Figure 1. Power grid (run 1).
Scale: 4 px per um. Pins as bars on the die edge.
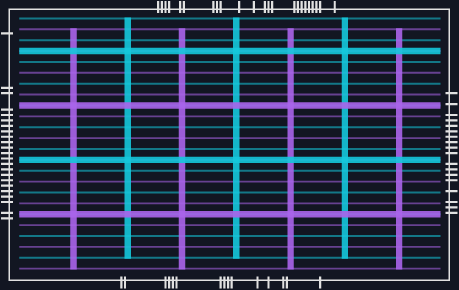
Figure 2. The clock network (run 1).
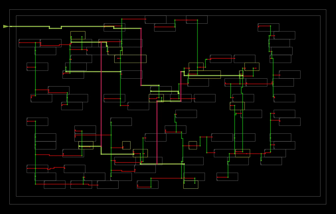
Figure 3. Gate families picked out (run 1).
Scale: 3 px per um.
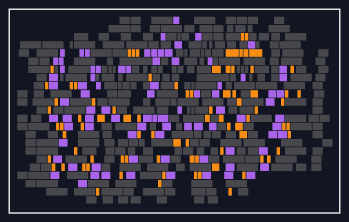
Figure 4. Signal wires by layer (run 1).
Scale: 6 px per um.
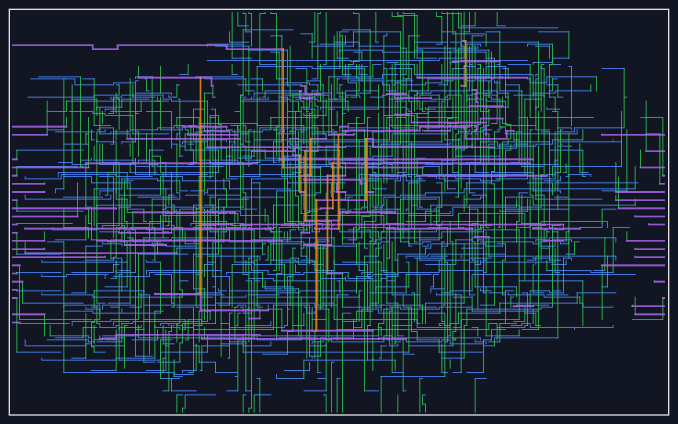
### config.mk
export PLATFORM = sky130hd
export DESIGN_NAME = truth_table_sweeper
export DESIGN_NICKNAME = d
export VERILOG_FILES = /design/src/rtl/truth_table_sweeper.sv
export SDC_FILE = /design/constraint.sdc
export NUM_CORES = 1
export LEC_CHECK = 0
export CORE_ASPECT_RATIO = 0.6
export CORE_MARGIN = 2
export CORE_UTILIZATION = 50
export DETAILED_ROUTE_END_ITERATION = 16
export PLACE_DENSITY = 0.82
export SLEW_MARGIN = 0
export SYNTH_ARGS = -nofsm -noshare
export SYNTH_HDL_FRONTEND = slang
export SYNTH_SLANG_ARGS = --single-unit
### constraint.sdc
create_clock -name clk -period 2.7 [get_ports clk]
set_input_delay 0.675 -clock clk [delete_from_list [all_inputs] [get_ports clk]]
set_output_delay 0.675 -clock clk [all_outputs]
set_load 0.01 [all_outputs]
### src/rtl/truth_table_sweeper.sv
// ============================================================================
// truth_table_sweeper: walks {A,B,C,D} through all 16 codes, cross-checks the
// three realisations of f,g,h and captures each canonical truth table.
// Revision: 1.0
// ============================================================================
`default_nettype none

module truth_table_sweeper #(
    parameter int unsigned SETTLE = 1
) (
    input  logic        clk,
    input  logic        reset,
    input  logic        start,
    output logic        A,
    output logic        B,
    output logic        C,
    output logic        D,
    input  logic        f,
    input  logic        fPOS,
    input  logic        fSOP,
    input  logic        g,
    input  logic        gPOS,
    input  logic        gSOP,
    input  logic        h,
    input  logic        hPOS,
    input  logic        hSOP,
    output logic        busy,
    output logic        done,
    output logic        pass,
    output logic [4:0]  err_count,
    output logic [3:0]  first_err_idx,
    output logic [2:0]  err_func,
    output logic [15:0] f_tt,
    output logic [15:0] g_tt,
    output logic [15:0] h_tt
);

    localparam logic [3:0] SETTLE_CNT = 4'(SETTLE);

    typedef enum logic [2:0] {
        S_IDLE   = 3'd0,
        S_LOAD   = 3'd1,
        S_WAIT   = 3'd2,
        S_SAMPLE = 3'd3,
        S_DONE   = 3'd4
    } state_t;

    state_t      state_q, state_d;
    logic [3:0]  idx_q, idx_d;
    logic [3:0]  abcd_q, abcd_d;
    logic [3:0]  cnt_q, cnt_d;
    logic [4:0]  errc_q, errc_d;
    logic [3:0]  first_q, first_d;
    logic [2:0]  efunc_q, efunc_d;
    logic [15:0] ftt_q, ftt_d;
    logic [15:0] gtt_q, gtt_d;
    logic [15:0] htt_q, htt_d;
    logic [2:0]  mism;

    // A realisation disagrees when the three copies are not all equal.
    assign mism = {(h != hPOS) || (h != hSOP),
                   (g != gPOS) || (g != gSOP),
                   (f != fPOS) || (f != fSOP)};

    always_comb begin
        state_d = state_q;
        idx_d   = idx_q;
        abcd_d  = abcd_q;
        cnt_d   = cnt_q;
        errc_d  = errc_q;
        first_d = first_q;
        efunc_d = efunc_q;
        ftt_d   = ftt_q;
        gtt_d   = gtt_q;
        htt_d   = htt_q;
        case (state_q)
            S_IDLE, S_DONE: begin
                abcd_d = 4'd0;
                if (start) begin
                    state_d = S_LOAD;
                    idx_d   = 4'd0;
                    errc_d  = 5'd0;
                    first_d = 4'd0;
                    efunc_d = 3'd0;
                    ftt_d   = 16'd0;
                    gtt_d   = 16'd0;
                    htt_d   = 16'd0;
                end
            end
            S_LOAD: begin
                abcd_d  = idx_q;
                cnt_d   = SETTLE_CNT;
                state_d = (SETTLE_CNT == 4'd0) ? S_SAMPLE : S_WAIT;
            end
            S_WAIT: begin
                if (cnt_q <= 4'd1) begin
                    state_d = S_SAMPLE;
                end else begin
                    cnt_d = cnt_q - 4'd1;
                end
            end
            S_SAMPLE: begin
                ftt_d[idx_q] = f;
                gtt_d[idx_q] = g;
                htt_d[idx_q] = h;
                if (|mism) begin
                    errc_d  = errc_q + 5'd1;
                    efunc_d = efunc_q | mism;
                    if (errc_q == 5'd0) begin
                        first_d = idx_q;
                    end
                end
                if (idx_q == 4'd15) begin
                    state_d = S_DONE;
                    abcd_d  = 4'd0;
                end else begin
                    idx_d   = idx_q + 4'd1;
                    state_d = S_LOAD;
                end
            end
            default: begin
                state_d = S_IDLE;
                abcd_d  = 4'd0;
            end
        endcase
    end

    always_ff @(posedge clk) begin
        if (reset) begin
            state_q <= S_IDLE;
            idx_q   <= 4'd0;
            abcd_q  <= 4'd0;
            cnt_q   <= 4'd0;
            errc_q  <= 5'd0;
            first_q <= 4'd0;
            efunc_q <= 3'd0;
            ftt_q   <= 16'd0;
            gtt_q   <= 16'd0;
            htt_q   <= 16'd0;
        end else begin
            state_q <= state_d;
            idx_q   <= idx_d;
            abcd_q  <= abcd_d;
            cnt_q   <= cnt_d;
            errc_q  <= errc_d;
            first_q <= first_d;
            efunc_q <= efunc_d;
            ftt_q   <= ftt_d;
            gtt_q   <= gtt_d;
            htt_q   <= htt_d;
        end
    end

    assign {A, B, C, D}  = abcd_q;
    assign busy          = (state_q == S_LOAD) || (state_q == S_WAIT) || (state_q == S_SAMPLE);
    assign done          = (state_q == S_DONE);
    assign pass          = done && (errc_q == 5'd0);
    assign err_count     = errc_q;
    assign first_err_idx = first_q;
    assign err_func      = efunc_q;
    assign f_tt          = ftt_q;
    assign g_tt          = gtt_q;
    assign h_tt          = htt_q;

endmodule

`default_nettype wire

==> Implementation_results.wiki, run 1 <==
== Flow metrics ==
{| class="wikitable"
! Metric !! Value
|-
| Crit path launch || err_count[0]
|-
| Drt total wl || 9953 um
|-
| Count of mapped cells out of synthesis || 365
|-
| Layout Utilization || 66.89%
|-
| Number of nets at floorplan || 385
|-
| Final Setup Violations || 0
|-
| Level count of the clock H-tree || 3
|-
| Power dissipated by switching net loads || between 600 and 700 uW
|-
| Worst Slack Setup Final || 0.1844 ns
|-
| Worst EP required || 2.03 ns
|-
| Cts repair resizes || 2
|-
| Flop2flop setup slack || 0.68 ns
|-
| Sequential power share || a little under half
|-
| Count of flip-flops with a built-in enable after synthesis || 0
|-
| RSZ-0062 raised after global routing || no
|-
| Simple logic cell fraction of the synthesized area || 20.03%
|-
| CTS Root Buffer Type || sky130_fd_sc_hd__clkbuf_8
|-
| Drt first-iter violations || 301
|-
| #FFs+latches synth || 75
|-
| Chip area || between 7000 and 8000 um2
|-
| Buffer count from post-CTS setup fixing || 0
|-
| First-pass GRT wire length || approximately 15000 um
|-
| Total non-filler cell area in the finished layout || between 4000 and 5000 um2
|-
| Distinct cells, synth || 45
|-
| Total global routing track utilization || 27.56%
|-
| Reg2Reg Launch Point || state_q[1]
|-
| Total cell area at the placement stage || 4189 um2
|-
| Top Layout Cells || 76 x sky130_fd_sc_hd__clkdlybuf4s50_1, 75 x sky130_fd_sc_hd__dfxtp_1, 64 x sky130_fd_sc_hd__nor2_1, 45 x sky130_fd_sc_hd__a32oi_1
|-
| Power dissipated in the clock network || 960 uW
|-
| Count of maximum capacitance violations || 0
|-
| Largest family of logic cells by area || AND-OR/OR-AND gates
|-
| Ys async rst share || 0%
|-
| Summed standard-cell area reported by yosys || 3348 um2
|-
| Via count of the first global-routing pass || 2987
|-
| Xor-xnor portion of the synthesized cell area || 0.7848%
|-
| Crit path max fanout || 4
|-
| Critical path arrival || between 1.5 and 2 ns
|-
| Worst R2R Path Depth || 5
|-
| Worst setup path class || flip-flop to primary output
|-
| Outcome || complete, no violations
|-
| Internal Dissipation || approximately 1800 uW
|-
| Synth warn || 0
|-
| Detailed Place HPWL || 6647 um
|-
| # nets final || 454
|-
| Share of the synthesized area in the top cell type || between 40% and 50%
|-
| Clock network fraction of design power || 38.8%
|-
| Proportion of layout cells with a drive suffix above 1 || 8.676%
|-
| Number of max-slew violations in the final report || 0
|-
| Core area || between 6000 and 7000 um2
|-
| Post-synth design cell area || between 3000 and 4000 um2
|-
| Vias after detailed routing || 3285
|-
| GRT Residual Overflow || 0
|-
| Pre-CTS worst setup slack || between 0.02 and 0.03 ns
|-
| Main area contributors after synthesis || sky130_fd_sc_hd__dfxtp_1 45%, sky130_fd_sc_hd__a32oi_1 12%, sky130_fd_sc_hd__nor2_1 7.2%, sky130_fd_sc_hd__mux2i_1 4.5%, sky130_fd_sc_hd__ha_1 3.0%
|-
| Total Negative Setup Slacks || 0 ns
|-
| Sequential area share after synthesis || approximately 45%
|-
| Power consumed by sequential cells || around 1200 uW
|-
| Transition at the pin with the smallest max-transition slack || 1.004 ns
|-
| Ao+oa area frac || 21.04%
|-
| Peak ir drop on the vdd network || 0.0002689 V
|-
| Area Growth Syn to Fin || 31.65%
|-
| Maximum clock path buffer count || 2
|-
| Vertical die dimension || ~67 um
|-
| P per Cell Area || roughly 560 nW/um2
|-
| Clock input transition at the sequential cells of the worst setup and hold paths || 0.08 ns
|-
| Hold Path Class || flip-flop to flip-flop
|-
| R2R Path End || h_tt[6]
|-
| 1st-pass router iterations || 6
|-
| Pin count of the biggest net entering global routing || 40
|-
| Cells in synth_stat.txt || 365
|-
| Final ANT Viol Nets || 0
|-
| Routability Congestion || 0.8636
|-
| Avg Inst Size Synth || 9.173 um2
|-
| Tally of buffers added on design ports || 78
|-
| Crit path launch type || flip-flop
|-
| Hold Vio Cnt, Final || 0
|-
| Critical Path End || pass
|-
| Post-synthesis adder-cell area fraction || around 3%
|-
| Fmax || 397.5 MHz
|-
| TritonCTS sink count || 75
|-
| Minimum clock period || 2.516 ns
|-
| Comb group || 361 uW
|-
| Number of standard-cell rows in the floorplan || 23
|-
| Tool warning count || 31
|-
| Top-level port count || slightly below 80
|-
| Die extent in x || 109.6 um
|-
| Worst slew margin relative to its limit || 32.92%
|-
| Final clock period utilization by the worst path || 93.17%
|-
| Quantity of hold-fixing buffers added after cts || 0
|-
| Group drawing the most power || sequential cells
|-
| Combinational group share of total power || 14.6%
|-
| Starting density of the core || 50.81%
|-
| Switching portion of total power || 27.24%
|-
| Count of inserted antenna diode cells || 0
|-
| Static Leakage || 0.001577 uW
|-
| Flip-flop cell with the highest count after synthesis || sky130_fd_sc_hd__dfxtp_1
|-
| Clock tree from TritonCTS || yes
|-
| Wirelength per Cell || 18.96 um
|-
| DR DRC count || 0
|-
| Critical Path End Type || primary output
|-
| Largest area contributor in the netlist || sky130_fd_sc_hd__dfxtp_1
|-
| Vias/cell || 6.257
|-
| Multiplexer fraction of the synthesized cell area || 4.484%
|-
| Antenna violations before repair || 0
|}
About Figure 1:
legend:
  purple:
    net: VSS
  cyan:
    net: VDD
met5 straps: 4
signal pins: 79
met1 rails: 24

About Figure 2:
clock latency of the later-clocked register in the worst-skew pair: 0.36 ns
largest clock skew in the final design: 0.003995 ns
cts bufs inserted: 9

About Figure 3:
legend:
  purple:
    family: aoi and oai cells
    cells: 85
    most_used: a32oi_1
  orange:
    family: nor cells
    cells: 81
    most_used: nor2_1
multi-input gate share of total cell area: 37.67%
most common logic cell in the routed design: sky130_fd_sc_hd__clkdlybuf4s50_1

About Figure 4:
legend:
  purple:
    layer: M3
    wire_length: 1000 um
  green:
    layer: M2
    wire_length: 4410 um
  orange:
    layer: M4
    wire_length: 158 um
  blue:
    layer: M1
    wire_length: 4380 um

## run 1: logic make-up (layout without fill, tap and decap cells)
kind of cell / Yosys count / in the layout
simple gates: 129 / 129
compound gates: 91 / 91
flops: 75 / 75
buf+inv: 44 / 117
mux: 15 / 15
fa+ha+maj: 8 / 8
xor+xnor: 3 / 3
## run 1: worst min path at each step
stage               cells past startpoint                to        startpoint
detailed placement                      1  first_err_idx[2]  first_err_idx[2]
finish                                  2          f_tt[15]          f_tt[15]
global route                            1  first_err_idx[2]  first_err_idx[2]
global placement                        2          f_tt[15]          f_tt[15]
CTS                                     2          f_tt[15]          f_tt[15]
floorplan                               2          f_tt[15]          f_tt[15]
## run 1: worst max-delay path: stages, from the launching register on
cell	delay, ns
sky130_fd_sc_hd__dfxtp_1	0.34
sky130_fd_sc_hd__inv_1	0.11
sky130_fd_sc_hd__ha_1	0.16
sky130_fd_sc_hd__or4b_4	0.48
sky130_fd_sc_hd__nor2_1	0.11
sky130_fd_sc_hd__dlygate4sd2_1	0.28
## run 1: through the flow
stage / std cells / hold slack, ns / power (uW)
floorplan: 365 / 0.4984 / 1398
global placement: 510 / 0.4655 / 1513
detailed placement: 510 / 0.4603 / 1523
CTS: 525 / 0.4808 / 2463
global route: 525 / 0.5111 / 2558
finish: 525 / 0.4797 / 2475
## run 1: per-layer routing
metal  up-vias  part of all wire, %  global-route usage (%)
met4         0                  1.6                   6.487
li1       1498                    -                       -
met5         -                    0                       0
met2       182                   44                   42.75
met1      1583                   44                   37.81
met3        22                   10                   8.494
## run 1: cell type report
class / instances / area [um2]
Clock buffer: 11 / 141.4
Clock inverter: 4 / 75.07
Fill cell: 531 / 2182
Inverter: 9 / 33.78
Multi-Input combinational cell: 246 / 1660
Sequential cell: 75 / 1501
Tap cell: 87 / 108.9
Timing Repair Buffer: 93 / 887.1
## run 1: cell usage after synthesis, types with 2 or more instances
library cell and number:
sky130_fd_sc_hd__nand4_1 2, sky130_fd_sc_hd__nand3_1 7, sky130_fd_sc_hd__and3_1 6, sky130_fd_sc_hd__a22o_1 4, sky130_fd_sc_hd__a211oi_1 2, sky130_fd_sc_hd__o31ai_1 2
sky130_fd_sc_hd__clkbuf_1 23, sky130_fd_sc_hd__nand3b_1 2, sky130_fd_sc_hd__o211ai_1 3, sky130_fd_sc_hd__a21oi_1 12, sky130_fd_sc_hd__buf_6 2, sky130_fd_sc_hd__nand2_1 9
sky130_fd_sc_hd__a31oi_1 5, sky130_fd_sc_hd__or4_1 3, sky130_fd_sc_hd__dfxtp_1 75, sky130_fd_sc_hd__or3_1 2, sky130_fd_sc_hd__xor2_1 2, sky130_fd_sc_hd__or2_2 3
sky130_fd_sc_hd__a32oi_1 45, sky130_fd_sc_hd__buf_2 9, sky130_fd_sc_hd__nor3_1 6, sky130_fd_sc_hd__inv_1 9, sky130_fd_sc_hd__a22oi_1 6, sky130_fd_sc_hd__ha_1 8
sky130_fd_sc_hd__and3b_1 9, sky130_fd_sc_hd__o21ai_0 5, sky130_fd_sc_hd__nor3b_1 9, sky130_fd_sc_hd__mux2i_1 15, sky130_fd_sc_hd__nor2_1 64
Figure 5. Clock distribution (run 1).
Scale: 3 px per um.
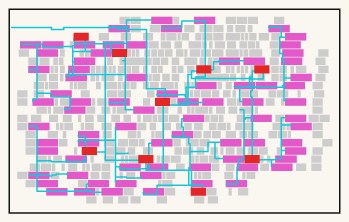

==> run 2: changes to the inputs <==
- CAP_MARGIN: not set -> 10
- CORE_UTILIZATION: 50 -> 27
- PLACE_DENSITY: 0.82 -> 0.51
Figure 6. Clock distribution (run 2).
Scale: 2 px per um.
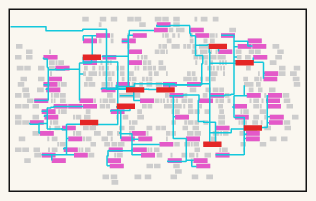
legend:
  magenta:
    item: flip-flops
    count: 75
  cyan:
    item: clock wires
    length: 1090 um
  red:
    item: clock-net drivers
    count: 9
flops lie: spread over the die

==> Implementation_results.wiki, run 2 <==
== Flow metrics ==
{| class="wikitable"
! Metric !! Value
|-
| Cts bufs inserted || 9
|-
| Internal Dissipation || 2005 uW
|-
| Clock input transition at the sequential cells of the worst setup and hold paths || ~0.06 ns
|-
| Met3 capacity usage during global routing || 4.646%
|-
| Number of inserted filler cells in the final layout || about 1200
|-
| CTS Root Buffer Type || sky130_fd_sc_hd__clkbuf_16
|-
| Peak ir drop on the vdd network || about 0.00038 V
|-
| Count of inserted antenna diode cells || 0
|-
| Crit path launch type || flip-flop
|-
| Antenna violations before repair || 0
|-
| Drt total wl || 11130 um
|-
| RSZ-0062 raised after global routing || no
|-
| Main area contributors after synthesis || sky130_fd_sc_hd__dfxtp_1 45%, sky130_fd_sc_hd__a32oi_1 12%, sky130_fd_sc_hd__nor2_1 7.2%, sky130_fd_sc_hd__mux2i_1 4.5%, sky130_fd_sc_hd__ha_1 3.0%
|-
| Top-level port count || 79
|-
| Worst EP required || 2.03 ns
|-
| Minimum clock period || 2.473 ns
|-
| Vias/cell || 5.176
|-
| Crit path max fanout || 4
|-
| Number of nets at floorplan || 385
|-
| TritonCTS sink count || around 75
|-
| Switching portion of total power || 27.03%
|-
| Flip-flop cell with the highest count after synthesis || sky130_fd_sc_hd__dfxtp_1
|-
| Final Setup Violations || 0
|-
| Level count of the clock H-tree || 3
|-
| Summed standard-cell area reported by yosys || between 3000 and 4000 um2
|-
| Pin count of the biggest net entering global routing || 37
|-
| Ys async rst share || 0%
|-
| Routability Congestion || 0.8177
|-
| Buffer count from post-CTS setup fixing || 0
|-
| Transition at the pin with the smallest max-transition slack || 1.045 ns
|-
| Grt peak-use layer || met1
|-
| Count of flip-flops with a built-in enable after synthesis || 0
|-
| DR DRC count || 0
|-
| Share of the synthesized area in the top cell type || 44.84%
|-
| Wirelength per Cell || 18.34 um
|-
| Chip area || 13340 um2
|-
| Clock latency of the later-clocked register in the worst-skew pair || 0.34 ns
|-
| Cts repair resizes || 2
|-
| Die extent in x || 147.8 um
|-
| GRT Residual Overflow || 0
|-
| Most common logic cell in the routed design || sky130_fd_sc_hd__clkdlybuf4s50_1
|-
| Static Leakage || 0.001633 uW
|-
| Delay-heaviest family, CP || simple AND/OR/NAND/NOR gates
|-
| Sequential area share after synthesis || ~45%
|-
| Total global routing track utilization || 16.80%
|-
| Synth warn || 0
|-
| Sum of buffers and inverters on the critical path || 2
|-
| Cell-by-cell listing of the critical path || inv_1 > ha_1 > or4b_4 > nor2_1 > dlygate4sd2_1
|-
| Sequential power share || 42.2%
|-
| Leading cell type by number of instances after synthesis || sky130_fd_sc_hd__dfxtp_1
|-
| Quantity of hold-fixing buffers added after cts || 0
|-
| Critical path arrival || around 1.8 ns
|-
| Maximum cell stage delay along the critical path || 0.48 ns
|-
| Core area || around 12000 um2
|-
| Final clock period utilization by the worst path || 91.58%
|-
| Distinct cells, synth || around 45
|-
| Number of max-slew violations in the final report || 0
|-
| Starting density of the core || 27.76%
|-
| Cells in synth_stat.txt || between 300 and 400
|-
| Tool warning count || 31
|-
| Clock tree from TritonCTS || yes
|-
| Largest clock skew in the final design || 0.005112 ns
|-
| # nets final || between 400 and 500
|-
| Outcome || complete, no violations
|-
| Count of mapped cells out of synthesis || 365
|-
| Detailed Place HPWL || between 7000 and 8000 um
|-
| Largest area contributor in the netlist || sky130_fd_sc_hd__dfxtp_1
|-
| Met1 Resource Use GR || 26.91%
|-
| Fmax || between 400 and 500 MHz
|-
| Worst setup path class || flip-flop to primary output
|-
| Count of maximum capacitance violations || 0
|-
| Total Negative Setup Slacks || 0 ns
|-
| Critical Path End Type || primary output
|-
| Post-synth design cell area || around 3300 um2
|-
| Worst slew margin relative to its limit || a little under a third
|-
| Area Growth Syn to Fin || 37.82%
|-
| Vias after detailed routing || between 3000 and 4000
|-
| Maximum clock path buffer count || 2
|-
| Hold Path Class || flip-flop to flip-flop
|-
| Proportion of layout cells with a drive suffix above 1 || about a tenth
|-
| Vertical die dimension || between 90 and 100 um
|-
| Number of standard-cell rows in the floorplan || 31
|-
| Via count of the first global-routing pass || 3056
|-
| Drt first-iter violations || 232
|-
| Power dissipated by switching net loads || 742.6 uW
|-
| First-pass GRT wire length || 17280 um
|-
| Cell with the largest stage delay on the worst path || sky130_fd_sc_hd__or4b_4
|-
| P per Cell Area || ~600 nW/um2
|-
| Met2 global-route usage || 21.47%
|-
| 1st-pass router iterations || 5
|-
| Combinational group share of total power || 13.3%
|-
| #FFs+latches synth || 75
|-
| Ranking of synthesized cells by instance count || 75 x sky130_fd_sc_hd__dfxtp_1, 64 x sky130_fd_sc_hd__nor2_1, 45 x sky130_fd_sc_hd__a32oi_1, 23 x sky130_fd_sc_hd__clkbuf_1, 15 x sky130_fd_sc_hd__mux2i_1
|-
| Clock network fraction of design power || 44.5%
|-
| Top Layout Cells || 76 x sky130_fd_sc_hd__clkdlybuf4s50_1, 75 x sky130_fd_sc_hd__dfxtp_1, 64 x sky130_fd_sc_hd__nor2_1, 45 x sky130_fd_sc_hd__a32oi_1, 18 x sky130_fd_sc_hd__buf_4
|-
| Post-route worst hold slack || 0.4840 ns
|-
| Hold Vio Cnt, Final || 0
|-
| Tally of buffers added on design ports || 78
|-
| Avg Inst Size Synth || 9.173 um2
|-
| Final ANT Viol Nets || 0
|}
[run 2: netlist changes by cell type in the layout (fill, tap and decap cells not counted), sizes merged]
cell	previous run	this run
buf	16	19
bufinv	2	1
clkbuf	11	10
clkinv	0	2
inv	9	10
[run 2: cell type report]
class | instances | area (um2) | share of cell area [%]
clock buffer | 10 | 239.0 | 5.179
clock inverter | 6 | 63.81 | 1.383
multi-input combinational | 246 | 1660 | 35.98
tap | 165 | 206.4 | 4.474
inverter | 9 | 33.78 | 0.7321
sequential | 75 | 1501 | 32.54
timing repair buffer | 96 | 909.6 | 19.71
[run 2: cell families after synthesis]
group                    count (synthesis)  share of synthesized area (%)
AND/OR/NAND/NOR                        129                          20.03
buffers and inverters                   44                          5.829
XOR/XNOR                                 3                         0.7849
multiplexers                            15                          4.484
flip-flops                              75                          44.84
adder cells (fa/ha/maj)                  8                          2.990
AND-OR/OR-AND                           91                          21.04
[run 2: metal layers]
| layer | part of all wire [%] | up-vias | wire length, um |
|---|---|---|---|
| met2 | 37 | 104 | 4109 |
| met5 | 0 | - | 0 |
| met3 | 6.5 | 11 | 720 |
| li1 | - | 1506 | - |
| met1 | 56 | 1521 | 6196 |
| met4 | 0.95 | 0 | 106 |
[run 2: path summary, 6_finish.rpt]
check          startpoint       end  slack (ns)  cells after the start
max          err_count[0]      pass        0.23                      5
min              f_tt[15]  f_tt[15]        0.48                      2
max reg2reg    state_q[0]  idx_q[3]        0.62                      5
min reg2reg      f_tt[15]  f_tt[15]        0.48                      2
[run 2: power groups by stage]
stage | Clock (uW) | Sequential, uW | Combinational [uW]
after detailed placement | 0 | 1180 | 359
after global routing | 1300 | 1160 | 398
final | 1220 | 1160 | 364
after floorplan | 0 | 1170 | 231
after global placement | 0 | 1180 | 356
after CTS | 1260 | 1160 | 361
[run 2: worst register-to-register path: stages, from the launching register on]
cell,delay (ns)
sky130_fd_sc_hd__dfxtp_1,0.49
sky130_fd_sc_hd__and3b_1,0.46
sky130_fd_sc_hd__buf_4,0.31
sky130_fd_sc_hd__nor2_1,0.10
sky130_fd_sc_hd__or4_1,0.51
sky130_fd_sc_hd__a21oi_1,0.15
[run 2: metrics by stage]
stage	total power [uW]	utilization (%)	worst slack [ns]	std cells	instance area, um2
global placement	1539	35.72	0.07139	591	4309
global route	2856	38.25	0.1364	607	4614
finish	2747	38.25	0.2274	607	4614
detailed placement	1541	35.72	0.03874	591	4309
CTS	2778	38.25	0.1994	607	4614
floorplan	1398	-	0.5691	365	3348
Figure 7. Power grid (run 2).
Scale: 3 px per um. Pins as bars on the die edge.
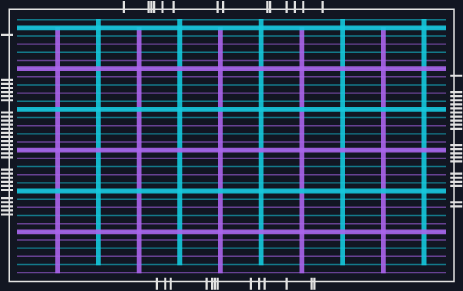

==> run 3: changes to the inputs <==
- CORE_UTILIZATION: 27 -> 50
- PLACE_DENSITY: 0.51 -> 0.82
Figure 8. Power grid (run 3).
Scale: 4 px per um. Pins as bars on the die edge.
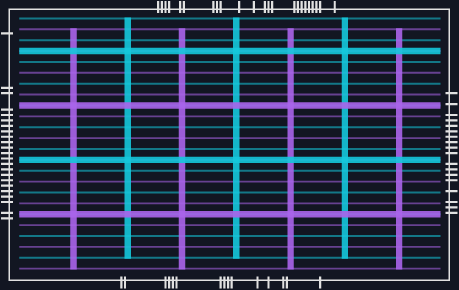
legend:
  cyan:
    net: VDD
  purple:
    net: VSS
met4 straps: 7
signal pins: 79
rows: 23
met5 straps: 4
met1 rails: 24
vertical die dimension: 67.39 um
peak ir drop on the vdd network: 0.0002689 V

==> Implementation_results.wiki, run 3 <==
== Flow metrics ==
{| class="wikitable"
! Metric !! Value
|-
| Minimum clock period || 2.516 ns
|-
| Top-level port count || between 70 and 80
|-
| Clock network fraction of design power || between 30% and 40%
|-
| Final clock period utilization by the worst path || 93.17%
|-
| Ranking of synthesized cells by instance count || 75 x sky130_fd_sc_hd__dfxtp_1, 64 x sky130_fd_sc_hd__nor2_1, 45 x sky130_fd_sc_hd__a32oi_1, 23 x sky130_fd_sc_hd__clkbuf_1, 15 x sky130_fd_sc_hd__mux2i_1
|-
| Switching portion of total power || between 20% and 30%
|-
| Number of standard-cell rows in the floorplan || 23
|-
| Starting density of the core || 50.81%
|-
| Area of the multi-input gates || ~1700 um2
|-
| Maximum cell stage delay along the critical path || 0.48 ns
|-
| CTS Root Buffer Type || sky130_fd_sc_hd__clkbuf_8
|-
| Non-filler cells in the finished layout || 525
|-
| TritonCTS sink count || approximately 75
|-
| Post-route worst hold slack || roughly 0.48 ns
|-
| Drt total wl || 9953 um
|-
| Cells in synth_stat.txt || between 300 and 400
|-
| #FFs+latches synth || 75
|-
| Total cell area at the placement stage || 4189 um2
|-
| Ys async rst share || 0%
|-
| Number of nets at floorplan || about 390
|-
| Pre-CTS worst setup slack || 0.02847 ns
|-
| Crit path launch type || flip-flop
|-
| Cell with the largest stage delay on the worst path || sky130_fd_sc_hd__or4b_4
|-
| Pin count of the biggest net entering global routing || 40
|-
| Leading cell type by number of instances after synthesis || sky130_fd_sc_hd__dfxtp_1
|-
| Combinational group share of total power || 14.6%
|-
| Delay-heaviest family, CP || simple AND/OR/NAND/NOR gates
|-
| Worst setup path class || flip-flop to primary output
|-
| Detailed Place HPWL || 6647 um
|-
| Maximum clock path buffer count || 2
|-
| Critical Path End Type || primary output
|-
| Total Negative Setup Slacks || 0 ns
|-
| Die extent in x || 109.6 um
|-
| Drt first-iter violations || 301
|-
| Sequential cell area || 1501 um2
|-
| DR DRC count || 0
|-
| Flip-flop cell with the highest count after synthesis || sky130_fd_sc_hd__dfxtp_1
|-
| Final Setup Violations || 0
|-
| Post-synth design cell area || 3348 um2
|-
| Clock tree from TritonCTS || yes
|-
| Total instance count after detailed placement || 510
|-
| Avg Inst Size Synth || 9.173 um2
|-
| Vias/cell || 6.257
|-
| # nets final || 454
|-
| Count of mapped cells out of synthesis || ~370
|-
| GRT Residual Overflow || 0
|-
| First-pass GRT wire length || 15260 um
|-
| Outcome || complete, no violations
|-
| Largest clock skew in the final design || 0.003995 ns
|-
| Number of max-slew violations in the final report || 0
|-
| Proportion of layout cells with a drive suffix above 1 || roughly 8.7%
|-
| Count of flip-flops with a built-in enable after synthesis || 0
|-
| Cell-by-cell listing of the critical path || inv_1 > ha_1 > or4b_4 > nor2_1 > dlygate4sd2_1
|-
| Vias after detailed routing || 3285
|-
| Hold Path Class || flip-flop to flip-flop
|-
| Power dissipated by switching net loads || 674.3 uW
|-
| Share of the synthesized area in the top cell type || 44.84%
|-
| Distinct cells, synth || 45
|-
| RSZ-0062 raised after global routing || no
|-
| Internal Dissipation || 1801 uW
|-
| Sequential area share after synthesis || between 40 and 50%
|-
| Cts repair resizes || 2
|-
| Routability Congestion || between 0.8 and 0.9
|-
| P per Cell Area || 561.6 nW/um2
|-
| Wirelength per Cell || 18.96 um
|-
| Static Leakage || roughly 0.0016 uW
|-
| Core area || 6590 um2
|-
| Quantity of hold-fixing buffers added after cts || 0
|-
| Top Layout Cells || 76 x sky130_fd_sc_hd__clkdlybuf4s50_1, 75 x sky130_fd_sc_hd__dfxtp_1, 64 x sky130_fd_sc_hd__nor2_1, 45 x sky130_fd_sc_hd__a32oi_1
|-
| Clock input transition at the sequential cells of the worst setup and hold paths || 0.08 ns
|-
| 1st-pass router iterations || 6
|-
| Final ANT Viol Nets || 0
|-
| Crit path max fanout || 4
|-
| Summed standard-cell area reported by yosys || 3348 um2
|-
| Transition at the pin with the smallest max-transition slack || 1.004 ns
|-
| Critical path arrival || 1.84 ns
|-
| Via count of the first global-routing pass || 2987
|-
| Fmax || approximately 400 MHz
|-
| Sum of buffers and inverters on the critical path || 2
|-
| Cts bufs inserted || 9
|-
| Largest area contributor in the netlist || sky130_fd_sc_hd__dfxtp_1
|-
| Most common logic cell in the routed design || sky130_fd_sc_hd__clkdlybuf4s50_1
|-
| Main area contributors after synthesis || sky130_fd_sc_hd__dfxtp_1 45%, sky130_fd_sc_hd__a32oi_1 12%, sky130_fd_sc_hd__nor2_1 7.2%, sky130_fd_sc_hd__mux2i_1 4.5%, sky130_fd_sc_hd__ha_1 3.0%
|-
| Number of inserted filler cells in the final layout || 531
|-
| Hold Vio Cnt, Final || 0
|-
| Tally of buffers added on design ports || approximately 78
|-
| Level count of the clock H-tree || 3
|-
| Count of maximum capacitance violations || 0
|-
| Chip area || around 7400 um2
|-
| Clock latency of the later-clocked register in the worst-skew pair || 0.36 ns
|-
| Tool warning count || 31
|-
| Total non-filler cell area in the finished layout || 4408 um2
|-
| Count of inserted antenna diode cells || 0
|-
| Worst slew margin relative to its limit || 32.92%
|-
| Buffer count from post-CTS setup fixing || 0
|-
| Area Growth Syn to Fin || 31.65%
|-
| Total global routing track utilization || 27.56%
|-
| Worst EP required || 2.03 ns
|-
| Antenna violations before repair || 0
|-
| Worst Slack Setup Final || 0.1844 ns
|-
| Sequential power share || 46.6%
|-
| Synth warn || 0
|}
run 3: cell counts after synthesis:
Identical to the previous run, type by type.
run 3: worst paths after layout:
check | slack [ns] | cells past startpoint | start | to
setup / recovery | 0.18 | 5 | err_count[0] | pass
hold reg to reg | 0.48 | 2 | f_tt[15] | f_tt[15]
setup reg to reg | 0.68 | 5 | state_q[1] | h_tt[6]
hold / removal | 0.48 | 2 | f_tt[15] | f_tt[15]
run 3: power by group through the flow:
stage          registers [uW]  logic, uW  clock network (uW)
2_1_floorplan            1170        231                   0
3_3_place_gp             1180        335                   0
3_5_place_dp             1180        345                   0
4_1_cts                  1150        351                 960
5_1_grt                  1160        386                1010
6_report                 1150        361                 960
run 3: layout make-up:
| cell class | instances | share of cell area [%] |
|---|---|---|
| multi-input combinational | 246 | 37.67 |
| sequential | 75 | 34.06 |
| timing repair buffer | 93 | 20.12 |
| clock buffer | 11 | 3.208 |
| tap | 87 | 2.469 |
| clock inverter | 4 | 1.703 |
| inverter | 9 | 0.7664 |
run 3: kinds of logic (layout without fill, tap and decap cells):
kind of cell    after synthesis  after routing  share of synthesized area (%)
fa+ha+maj                     8              8                          2.990
compound gates               91             91                          21.04
simple gates                129            129                          20.03
xor+xnor                      3              3                         0.7849
flops                        75             75                          44.84
buf+inv                      44            117                          5.829
mux                          15             15                          4.484
run 3: routing by layer:
| layer | global-route usage [%] | vias to the layer above | part of all wire [%] |
|---|---|---|---|
| li1 | - | 1498 | - |
| met3 | 8.494 | 22 | 10 |
| met1 | 37.81 | 1583 | 44 |
| met4 | 6.487 | 0 | 1.6 |
| met5 | 0 | - | 0 |
| met2 | 42.75 | 182 | 44 |
run 3: worst min-delay path: stages (launching register included):
cell                      delay, ns
sky130_fd_sc_hd__dfxtp_1       0.31
sky130_fd_sc_hd__o21ai_0       0.06
sky130_fd_sc_hd__a21oi_1       0.06
run 3: metrics by stage:
step	util [%]	total power, uW
after global placement	63.57	1513
after global routing	66.89	2558
after CTS	66.89	2463
after detailed placement	63.57	1523
final	66.89	2475
after floorplan	-	1398
Power and IR drop assume default switching activity.
